Design keypad_guess_entry, sky130hd; sources not shown.
Fig. 1: the metal 3 layer
Bar = 20 um.
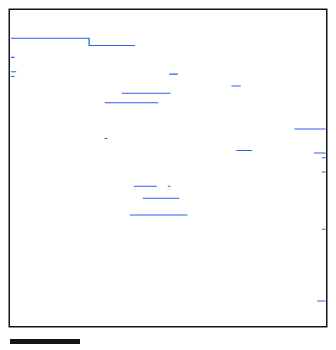
The longest straight run is 22.1 um. The layer holds 2.3% of the routed length.
met3 usage: 3.10%
via count: 2271
Routed Wire Length: 5460 um

Fig. 2: routed clock nets over the placement
Bar = 20 um.
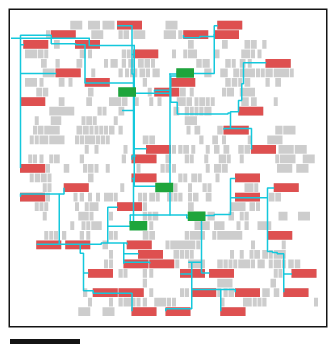
clock-net drivers: in green, count 5. flip-flops: in red, count 46. clock wires: in cyan, length 703 um.
Position of the flops: spread over the die. There are 6 routed clock nets.
worst clock skew: 0.00340 ns
clock network power share: 37.2%
P_clk: 0.219 mW
clk_lat worst skew: 0.30 ns

Fig. 3: close-up of the layout
Region (25, 7) to (65, 47) um. Cells in gray, sequential cells in the stronger gray; small squares are vias.
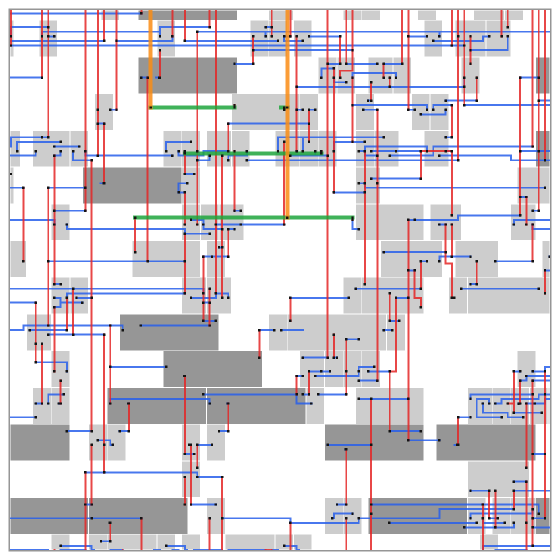
M1: in blue. M3: in green. M4: in orange. M2: in red.
Most frequent: nand2_1 (27), inv_1 (19), dfxtp_1 (12). Sequential cells in the window: 12. 96 logic cells have their middle in the window.

Fig. 4: cell placement
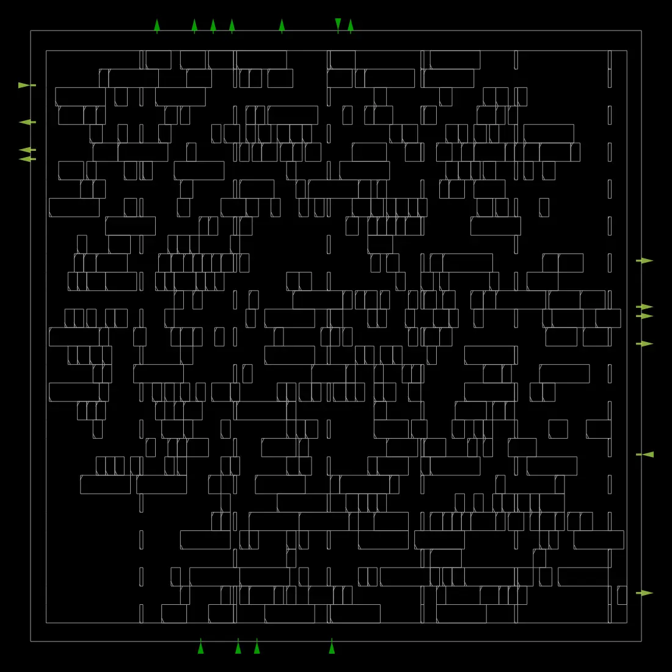
FP Rows: 31
sequential cell area share: 31.1%
Fillers: 811
Finished Core Util: 41.0%

==> reports/results.ini <==
[global_route]
grt_max_degree = 26
grtUsageTotal_pct = 14.8
antenna_found_initial = 0
grt_first_pass_wirelength_um = 10000
grt_overflow_total = 0
grt_pass1_vias = 2206

[critical_path]
rrSetupSlack_ns = 1.62
critPathMostFrequentCell = nand2_1
crit_buf_inv = 2
path_max_fanout = 8
slowest_stage = fa_1
cp.depth = 20
max_stage_delay_ns = 0.52
rr_worst_depth = 20
cp_cell_sequence = inv_1, fa_1, inv_1, ha_1, ha_1, nor2_2, nand2_1, nand2_1, nand2_1, nand2_1, nand2_1, nor2_1, nand3_1, nand3_1, o2111ai_1, ha_1, fa_1, xor2_1, nand3_1, a21oi_1
crit_type = register to register
end_kind = register
cp-start-kind = register

[cells_and_area]
final_cell_area_mm2 = 0.00296
antennaDiodeCount = 0
final_cells = 501
nets = 424

[drt]
drt-initial-drc-count = 59
antenna_left = 0
avgRoutedWirePerCell_um = 10.9
drcViolationCount = 0
first_pass_iters = 4
via_per_inst = 4.53

[power]
swShare_pct = 24.6
power_switching_mw = 0.145
total_leakage_power_nw = 1.34
ir_drop_mv = 0.0715
pwr-share-seq_pct = 56.7
power.density_mw_per_mm2 = 199
p_int_mw = 0.443
power.total_mw = 0.588

[synth]
synth-edff-count = 0
synth_flops = 46
synth_cell_types = 33
synth_dominant_cell_count = nand2_1
topCellsByArea = dfxtp_1 (36%), nand2_1 (13%), inv_1 (9.0%)
ys_async_sr_fraction_pct = 0
syn_area_mm2 = 0.00259
ys_cells = 380
common_cells = nand2_1 (93), inv_1 (62), dfxtp_1 (46)
synthCells = 380
yosys.area.top_type_share_pct = 35.6
avgSynthCellArea_um2 = 6.81
ys.warnings.count = 0
yosysSeqAreaShare_pct = 35.6

[cts]
numCtsBuffers = 5
cts_resized = 0
cts_tree = yes
cts.sinks = 46
htreeDepth = 2
clockBufferDepth = 2
ctsHoldBuffers = 0

[place]
io_buffer_count = 19
dp_cells = 493
gp_congestion = 0.777
place_hpwl_um = 4140

[sta]
period_needed_ns = 3.98
post-route-period-util_pct = 71.0
tns_ns = 0
rsz0062_at_grt = no
setup_viol = 0
hold_viol = 0

[flow_run]
cap_violations = 0
warnings = 30

[die]
io_pins = 21
die_width_um = 90
die_area_mm2 = 0.00810
core_mm2 = 0.00721

[hold_path]
hold_depth = 2
hold_class = register to register

[status]
outcome = finished clean

per-stage QoR:
stage               setup slack (ns)  hold slack [ns]  utilization (%)
floorplan                       2.03            0.390                -
global placement                1.67            0.403             39.7
detailed placement              1.62            0.405             39.7
CTS                             1.60            0.427             41.0
global route                    1.12            0.446             41.0
finish                          1.62            0.421             41.0
cell families after synthesis:
kind of cell             count (synthesis)  synth area share, %
AND/OR/NAND/NOR                        195                 33.3
other                                    1                0.145
AND-OR/OR-AND                           47                 9.72
XOR/XNOR                                 4                 1.35
adder cells (fa/ha/maj)                 16                 8.60
flip-flops                              46                 35.6
buffers and inverters                   71                 11.3
final cells by class:
| type | count | area [um2] | share of cell area, % |
|---|---|---|---|
| repair buffers | 20 | 198 | 6.68 |
| multi-input cells | 263 | 1380 | 46.5 |
| inverters | 65 | 245 | 8.29 |
| clock inverters | 2 | 12.5 | 0.423 |
| clock buffers | 6 | 82.6 | 2.79 |
| flip-flops and latches | 46 | 921 | 31.1 |
| well taps | 99 | 124 | 4.19 |
cell usage in the layout (no fill, tap or decap), types with 13 or more instances in the layout:
master	n
o21ai_0	13
nor2_1	39
inv_1	62
clkdlybuf4s50_1	19
a21oi_1	24
dfxtp_1	46
nand3_1	36
ha_1	13
nand2_1	93
worst reg2reg max path: cells and delay by family (launching register included):
kind	cells	cell delay, ns
flip-flops	1	0.32
adder cells (fa/ha/maj)	5	1.63
AND-OR/OR-AND	2	0.25
AND/OR/NAND/NOR	10	1.49
buffers and inverters	2	0.09
XOR/XNOR	1	0.17
power by group through the flow:
stage | registers, mW | logic, mW | clock network (mW)
2_1_floorplan | 0.341 | 0.0253 | 0
3_3_place_gp | 0.341 | 0.0363 | 0
3_5_place_dp | 0.341 | 0.0365 | 0
4_1_cts | 0.334 | 0.0366 | 0.230
5_1_grt | 0.334 | 0.0420 | 0.239
6_report | 0.334 | 0.0358 | 0.219
per-layer routing:
metal  track usage [%]  up-vias  share of wire [%]
met1              18.9     1001                 50
met4              5.13        0                1.6
met3              3.10        8                2.3
met2              24.9       23                 46
li1                  -     1239                  -
met5                 0        -                  0
Power figures rest on the tool's default switching activity, not on a simulated workload.
